$ cat config.mk
export PLATFORM = sky130hd
export DESIGN_NAME = board_pwr_mgr
export DESIGN_NICKNAME = d
export VERILOG_FILES = /design/src/rtl/board_pwr_mgr.sv
export SDC_FILE = /design/constraint.sdc
export NUM_CORES = 1
export LEC_CHECK = 0
export ABC_CLOCK_PERIOD_IN_PS = 2680
export CORE_AREA = 2 2 95 97
export DETAILED_ROUTE_END_ITERATION = 10
export DIE_AREA = 0 0 97 99
export HOLD_SLACK_MARGIN = 0.08
export PLACE_DENSITY = 0.83
export SKIP_LAST_GASP = 1
export SLEW_MARGIN = 20
export SYNTH_ARGS = -nofsm -noshare
export SYNTH_HDL_FRONTEND = slang
export SYNTH_SLANG_ARGS = --single-unit
$ cat constraint.sdc
create_clock -name clk -period 2.68 [get_ports clk]
set_input_delay 0.536 -clock clk [delete_from_list [all_inputs] [get_ports clk]]
set_output_delay 0.536 -clock clk [all_outputs]
set_load 0.1 [all_outputs]
$ cat src/rtl/board_pwr_mgr.sv
// Board power manager: button synchronise/debounce plus core reset/shutdown sequencing.
// Optional macro BOA_PWR_WAKE_EN lets masked button presses wake the board from shutdown.
module board_pwr_mgr #(
  parameter int unsigned     NBTN       = 5,
  parameter int unsigned     DEB_CYCLES = 50000,
  parameter int unsigned     RST_CYCLES = 16,
  parameter int unsigned     RST_BTN    = 0,
  parameter logic [NBTN-1:0] WAKE_MASK  = '1
) (
  input  logic            clk,
  input  logic            rst,
  input  logic [NBTN-1:0] btn,
  input  logic            pmu_rst,
  input  logic            pmu_shdn,
  output logic [NBTN-1:0] btn_db,
  output logic [NBTN-1:0] btn_press,
  output logic            core_rst,
  output logic            core_shdn,
  output logic [1:0]      pwr_state
);

  localparam int unsigned DebW = (DEB_CYCLES > 1) ? $clog2(DEB_CYCLES) : 1;
  localparam int unsigned RstW = (RST_CYCLES > 1) ? $clog2(RST_CYCLES) : 1;
  localparam logic [DebW-1:0] DebMax = DebW'(DEB_CYCLES - 1);
  localparam logic [RstW-1:0] RstMax = RstW'(RST_CYCLES - 1);

`ifdef BOA_PWR_WAKE_EN
  localparam bit WakeEn = 1'b1;
`else
  localparam bit WakeEn = 1'b0;
`endif

  typedef enum logic [1:0] {
    StReset = 2'd0,
    StRun   = 2'd1,
    StShdn  = 2'd2
  } pwr_state_e;

  logic [NBTN-1:0] sync1_q, sync2_q;
  logic [NBTN-1:0] db_q, db_d;
  logic [NBTN-1:0] press_q, press_d;
  logic [DebW-1:0] deb_cnt_q [NBTN];
  logic [DebW-1:0] deb_cnt_d [NBTN];

  pwr_state_e      state_q, state_d;
  logic [RstW-1:0] rcnt_q, rcnt_d;
  logic            core_rst_q, core_shdn_q;
  logic            hold, wake;

  always_ff @(posedge clk) begin
    if (rst) begin
      sync1_q <= '0;
      sync2_q <= '0;
    end else begin
      sync1_q <= btn;
      sync2_q <= sync1_q;
    end
  end

  // Counter counts consecutive cycles of disagreement; the toggle lands on the DEB_CYCLES-th one.
  always_comb begin
    db_d    = db_q;
    press_d = '0;
    for (int i = 0; i < NBTN; i++) begin
      deb_cnt_d[i] = '0;
      if (sync2_q[i] != db_q[i]) begin
        if (deb_cnt_q[i] == DebMax) begin
          db_d[i]    = ~db_q[i];
          press_d[i] = ~db_q[i];
        end else begin
          deb_cnt_d[i] = deb_cnt_q[i] + 1'b1;
        end
      end
    end
  end

  always_ff @(posedge clk) begin
    if (rst) begin
      db_q    <= '0;
      press_q <= '0;
      for (int i = 0; i < NBTN; i++) begin
        deb_cnt_q[i] <= '0;
      end
    end else begin
      db_q    <= db_d;
      press_q <= press_d;
      for (int i = 0; i < NBTN; i++) begin
        deb_cnt_q[i] <= deb_cnt_d[i];
      end
    end
  end

  assign hold = db_q[RST_BTN] | pmu_rst;
  assign wake = WakeEn & (|(press_q & WAKE_MASK));

  always_comb begin
    state_d = state_q;
    rcnt_d  = rcnt_q;
    unique case (state_q)
      StReset: begin
        if (hold) begin
          rcnt_d = '0;
        end else if (rcnt_q == RstMax) begin
          state_d = StRun;
          rcnt_d  = '0;
        end else begin
          rcnt_d = rcnt_q + 1'b1;
        end
      end
      StRun: begin
        // Reset takes priority over a simultaneous shutdown request.
        if (hold) begin
          state_d = StReset;
          rcnt_d  = '0;
        end else if (pmu_shdn) begin
          state_d = StShdn;
        end
      end
      StShdn: begin
        if (hold || wake) begin
          state_d = StReset;
          rcnt_d  = '0;
        end
      end
      default: begin
        state_d = StReset;
        rcnt_d  = '0;
      end
    endcase
  end

  always_ff @(posedge clk) begin
    if (rst) begin
      state_q     <= StReset;
      rcnt_q      <= '0;
      core_rst_q  <= 1'b1;
      core_shdn_q <= 1'b0;
    end else begin
      state_q     <= state_d;
      rcnt_q      <= rcnt_d;
      core_rst_q  <= (state_d == StReset);
      core_shdn_q <= (state_d == StShdn);
    end
  end

  assign btn_db    = db_q;
  assign btn_press = press_q;
  assign core_rst  = core_rst_q;
  assign core_shdn = core_shdn_q;
  assign pwr_state = state_q;

endmodule
==> run_1/floorplan.png <==
(4 px per um) Pins as bars on the die edge.
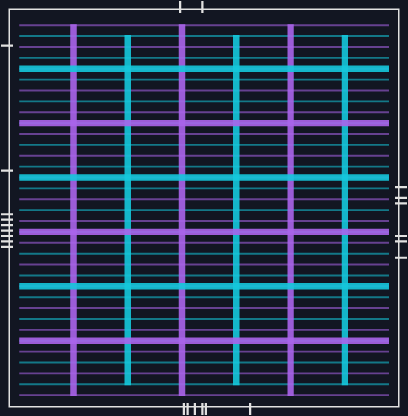
color	net
cyan	VDD
purple	VSS
met4 straps	6
met1 rails	35
rows	34
signal pins	23

==> run_1/clock_nets.png <==
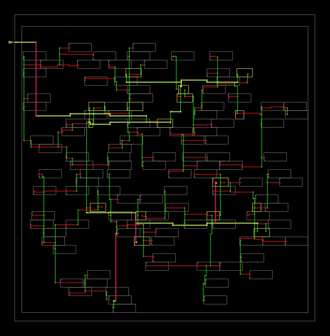
number of buffers inserted during clock tree synthesis: 9
clock tree sinks: 108

==> run notes, run 1 <==
Figures from the implementation reports.

- The number of warnings in the stage logs is 29.
- The register bit total from synthesis reads about 110.
- Of all nets on the critical path, the largest fanout is 16.
- The post-DP HPWL is 5830 um.
- The floorplan step records an initial core utilization of 53.7%.
- The worst endpoint required time reads 2920 ps.
- The maximum vdd drop reads about 350 uV.
- The endpoint identified for the worst register-to-register timing path is deb_cnt_q[0][5].
- The worst-case reg-to-reg path depth reads 5.
- The endpoint of the worst hold path is reported as sync2_q[3].
- The part of the power in registers reads 62.4%.
- The setup fix buffers added after clock tree synthesis is 0.
- The capture point of the critical path was reported as deb_cnt_q[0][5].
- The area share of the largest cell type after synthesis is 47.1%.
- By count the netlist is led by dfxtp_1, nor2_1, xnor2_1.
- The die width is 97 um.
- Summing over every cut layer, the via total after detailed routing is ~3500.
- The overall chip area reads 9600 um^2.
- The signal arrival time at the worst endpoint is between 2000 and 2500 ps.
- The count of endpoints failing setup in the final report is 0.
- The cell sitting at the root of the clock tree is a clkbuf_8.
- The fraction of layout instances using a drive strength above 1 is approximately 6.5%.
- The post-synth tally of flip-flops with integrated enable is 0.
- Row generation in the floorplan step produced 34 rows.
- The overall routing resource usage reads 17.9%.
- The final antenna diode tally reported by the flow is 0.
- For this run, the detailed router reports a per-instance via density of 5.48.
- The relative slew slack reads 56.0%.
- The post-detailed-placement cell area is 4880 um^2.
- The launch point of the worst hold path reads sync1_q[3].
- The relative contribution of combinational cells to total power reads 1.9%.
- The path class of the lowest-slack min-delay path is reg2reg.
- The summed negative setup slack over all endpoints is 0 ps.
- The via count of the first global-routing pass reads 3385.
- In this run the static leakage power is 1.54 nW.
- The total nets after synthesis reads 527.
- The flow ran to the end, and the final reports show no timing, DRC or antenna violations.
- The clock-pin slew of the registers on the worst-case setup and hold paths reads 100 ps.
- The number of nets at the end of the flow is 551.
- The reg-to-reg setup timing slack reads roughly 570 ps.
- The most common cell after layout, fill and taps aside reads dfxtp_1.
- The number of buffers added on ports is 22.
- Among all flip-flop cells after synthesis, the most frequent one is dfxtp_1.
- The routed design shows a wire length per standard cell of around 13 um.
- The cell with the most instances after synthesis reads dfxtp_1.
- Each instance of the synthesized netlist takes up on average 9.03 um^2.
- The number of violations of the max-capacitance limit reads 0.
- The wire length of the first global-routing pass reads 14300 um.
- The first-pass detailed-route iteration total reads 4.
- The setup path with the least slack is of type reg2reg.
- The fraction of registers with async set/reset reads 0%.
- The post-synthesis cell count reads 508.
- The worst setup path is launched from a register.
- The register with the highest flop count reads deb_cnt_q.
- The cell total in the yosys stat output is 508.
- The global placement routability congestion reads 0.859.
- The largest area contributor in the synthesized netlist reads dfxtp_1.
- The combinational gate power reads 0.0489 mW.
- The cell internal power dissipation is 2.01 mW.
- The count of routing violations after the opening detailed-route iteration is 153.
- The initial antenna violation count is 0.
- The part of the Yosys area used for sequential elements reads between 40 and 50%.
- The maximum number of pins on one net before global-route repair is 26.
- The number of pins exceeding their max-slew limit in the final report is 0.
- The critical path endpoint category reads a register.
- The part of the cycle the worst path needs is 78.7%.
- Setup repair after global routing left no endpoint under its margin.
- In the layout the commonest cells are dfxtp_1, nor2_1, xnor2_1.
- The total number of H-tree levels is 3.
- The die boundary height is between 90 and 100 um.
- The longest clock path from root to sink contains 2 buffers.
- The start of the worst register-to-register path reads deb_cnt_q[0][0].
- The hold-critical path depth reads 1.
- The script computed a power per unit cell area of 514 nW/um^2.
- The number of gates resized after CTS was 0.
- The number of nets still failing antenna checks after routing reads 0.
- The area reported by Yosys stat is about 4600 um^2.
- The clock tree from TritonCTS is built.
- The cell area after synthesis reads 4590 um^2.
- The clock period minus worst slack is 2110 ps.
- The synthesis report lists the most area-consuming cells as dfxtp_1, xnor2_1, nor2_1, nand3_1, nor4_1.
- The final timing report lists a hold violation count of 0.
- The tally of yosys warning messages is 0.
- The total grt overflow reads 0.
- The power in sequential cells reads about 1.6 mW.
- Hold repair after CTS inserted 0 buffers.
- The highest clock rate reads around 470 MHz.
- The number of top-level pins reads 23.
- The dominant power group reads registers.
- The analysis attributes to net switching a power of 0.586 mW.
==> run_1/clock_wires.png <==
(3 px per um)
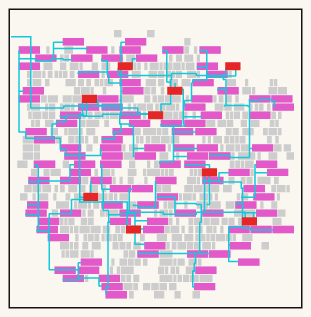
[magenta] flip-flops | count: 108
[red] clock-net drivers | count: 9
[cyan] clock wires | length: 1160 um
flops lie	spread over the die
Clk Latency, worst-skew pair: 370 ps
largest clock skew in the final design: 11.2 ps
power in the clock group: 0.928 mW
part of the total power dissipated in the clock network: 35.7%

## run 1: routing by layer
metal | GRT usage [%] | part of all wire, % | vias up | routed length [um]
met1 | 21.2 | 45 | 1642 | 3710
met5 | 0 | 0 | - | 0
met3 | 5.11 | 4.6 | 9 | 374
met2 | 31.4 | 49 | 70 | 4050
li1 | - | - | 1811 | -
met4 | 5.53 | 0.83 | 0 | 68
## run 1: kinds of logic (layout without fill, tap and decap cells)
kind of cell	count (synthesis)	after routing	share of synthesized area (%)
buf+inv	27	56	2.54
mux	4	4	0.873
compound gates	21	21	3.05
flops	108	108	47.1
simple gates	266	266	29.9
fa+ha+maj	10	10	2.73
xor+xnor	72	72	13.7
## run 1: metrics by stage
stage | instances | power [mW] | hold slack [ps] | setup WS [ps] | util (%)
final | 645 | 2.60 | 448 | 572 | 59.2
after global routing | 645 | 2.70 | 468 | 380 | 59.2
after CTS | 645 | 2.64 | 453 | 578 | 59.2
after detailed placement | 629 | 1.71 | 427 | 416 | 57.0
after global placement | 629 | 1.71 | 417 | 518 | 57.0
after floorplan | 508 | 1.69 | 414 | 476 | -
## run 1: area by class of cell
| class | count | area [um^2] | share of cell area (%) |
|---|---|---|---|
| Sequential cell | 108 | 2160 | 42.7 |
| Tap cell | 108 | 135 | 2.67 |
| Timing Repair Buffer | 23 | 205 | 4.05 |
| Clock inverter | 5 | 43.8 | 0.865 |
| Inverter | 17 | 63.8 | 1.26 |
| Clock buffer | 11 | 141 | 2.79 |
| Multi-Input combinational cell | 373 | 2310 | 45.6 |
## run 1: worst max-delay path, stage by stage, from the launching register on
cell and delay, ps:
dfxtp_1 380, ha_1 200, nand3_1 280, nor4_1 490
or3_1 510, nor2_1 110
==> run_1/layers.png <==
(4 px per um)
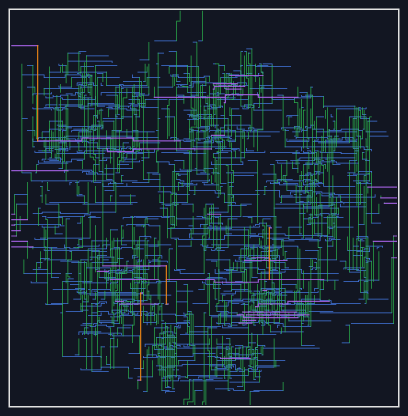

==> run 1 -> run 2 <==
- ABC_CLOCK_PERIOD_IN_PS: 2680 -> 1900
- CORE_AREA: 2 2 95 97 -> 2 2 96 98
- DIE_AREA: 0 0 97 99 -> 0 0 98 100
- PLACE_DENSITY: 0.83 -> 0.85
- clock period: 2.68 -> 1.9 ns (I/O delays scaled with it)
==> run_2/layers.png <==
(4 px per um)
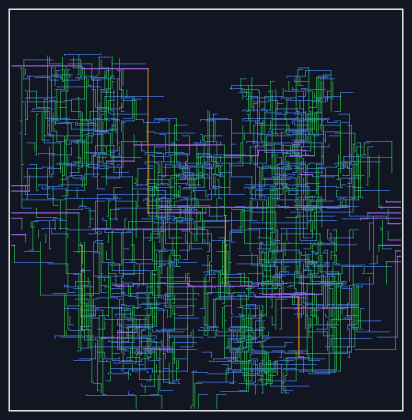
color	layer	wire length
purple	M3	392 um
blue	M1	3900 um
orange	M4	89.8 um
green	M2	4480 um

==> run_2/gates.png <==
(3 px per um)
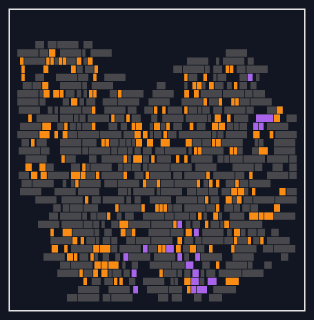
color	family	cells
purple	aoi and oai cells	19
orange	nor cells	168

==> run notes, run 2 <==
Figures from the implementation reports.

- The run finished with clean final reports.
- The via count of the first global-routing pass is 3549 (+4.8%).
- After synthesis, the largest family of logic cells by area is simple AND/OR/NAND/NOR gates.
- The number of pins exceeding their max-slew limit in the final report reads 0 (unchanged).
- The critical-path maximum fanout was 16 (unchanged).
- The area reported by Yosys stat is 4590 um^2 (unchanged).
- The portion of the layout cell area used by non-clock buffers is 9.18% (+5.1 points).
- STA classifies the critical path startpoint as a register.
- The total number of H-tree levels came to 3 (unchanged).
- The register bit total from synthesis was 108 (unchanged).
- The clock-pin slew of the registers on the worst-case setup and hold paths reads 100 ps (about the same).
- The cell area after synthesis reads 4590 um^2 (unchanged).
- The worst endpoint required time is 2140 ps (-780 ps).
- The cell total in the yosys stat output came to 508 (unchanged).
- The number of inverters outside the clock class in the layout is 17 (unchanged).
- TritonCTS built the clock tree.
- The overall chip area reads 9800 um^2 (+2.1%).
- The xor/xnor share of the synthesized area was 13.7% (unchanged).
- By area, the class that comes first in the final layout consists of combinational gates.
- The clock sink count reads 108 (unchanged).
- The arithmetic-cell share of the synthesized area counting full adders, half adders and majority gates reads 2.73% (unchanged).
- The critical path endpoint category is a register.
- The cell internal power dissipation is 3.07 mW (+52%).
- The post-DP HPWL is 6240 um (+7.1%).
- The wire length of the first global-routing pass was 15500 um (+8.7%).
- The area share of the largest cell type after synthesis is 47.1% (unchanged).
- The most common cell after layout, fill and taps aside reads dfxtp_1.
- The AND-OR/OR-AND share of the synthesized area is 3.05% (unchanged).
- The number of violations of the max-capacitance limit is 0 (unchanged).
- The placed instance count reads 654 (+4.0%).
- The average via count per standard cell was 5.53 (+0.90%).
- The signal arrival time at the worst endpoint reads 2060 ps (-290 ps).
- The die boundary height is 100 um (+1.0%).
- By instance count, the leading cell after synthesis is dfxtp_1.
- The multi-input logic area was 2320 um^2 (+0.32%).
- The register with the highest flop count reads deb_cnt_q.
- The part of the power in registers is 59.4% (-3.0 points).
- The worst-case reg-to-reg path depth reads 5 (unchanged).
- The number of top-level pins reads 23 (unchanged).
- The power in sequential cells is 2.29 mW (+41%).
- Looking at the setup timing report, the critical path kind is reg2reg.
- The post-synthesis cell count is 508 (unchanged).
- The part of the cycle the worst path needs came to 95.6% (+17 points).
- The number of warnings in the stage logs reads 29 (unchanged).
- The part of the power in the clock network reads 38.3% (+2.6 points).
- The setup fix buffers added after clock tree synthesis is 0 (unchanged).
run 2: cell counts after synthesis:
Identical to the previous run, type by type.
run 2: worst min-delay path by stage:
| stage | from | to | slack (ps) | cells after the start |
|---|---|---|---|---|
| final | sync1_q[2] | sync2_q[2] | 450 | 1 |
| after global routing | sync1_q[4] | sync2_q[4] | 470 | 1 |
| after CTS | sync1_q[2] | sync2_q[2] | 450 | 1 |
| after detailed placement | sync1_q[2] | sync2_q[2] | 430 | 1 |
| after global placement | sync1_q[2] | sync2_q[2] | 420 | 1 |
| after floorplan | sync1_q[0] | sync2_q[0] | 410 | 1 |
run 2: worst max-delay path, cell delays in order, from the launching register on:
cell     delay, ps
dfxtp_1        380
or4_1          570
nor4_2         320
or3_1          160
buf_4          200
nor2_1          80
run 2: metrics by stage:
step	area, um^2	hold slack, ps	setup WS [ps]	TNS (ps)	total power [mW]
4_1_cts	5390	455	9.21	0	3.89
6_report	5400	450	84.1	0	3.85
3_3_place_gp	5170	424	16.7	0	2.42
2_1_floorplan	4590	414	10.9	0	2.38
5_1_grt	5400	470	-19.3	-112	3.99
3_5_place_dp	5170	433	-27.1	-27.1	2.43
run 2: layer usage:
layer | vias to the layer above | track usage [%] | wire, um | share of wire (%)
met5 | - | 0 | 0 | 0
met2 | 69 | 34.0 | 4480 | 51
met3 | 9 | 4.87 | 391 | 4.4
met4 | 0 | 4.91 | 89 | 1.0
li1 | 1860 | - | - | -
met1 | 1764 | 22.3 | 3900 | 44
run 2: cell families (layout without fill, tap and decap cells):
kind of cell	after synthesis	in the layout
multiplexers	4	4
XOR/XNOR	72	72
AND/OR/NAND/NOR	266	266
adder cells (fa/ha/maj)	10	10
buffers and inverters	27	78
AND-OR/OR-AND	21	21
flip-flops	108	108
No activity file was given, so power comes from the tool's default toggle rates.
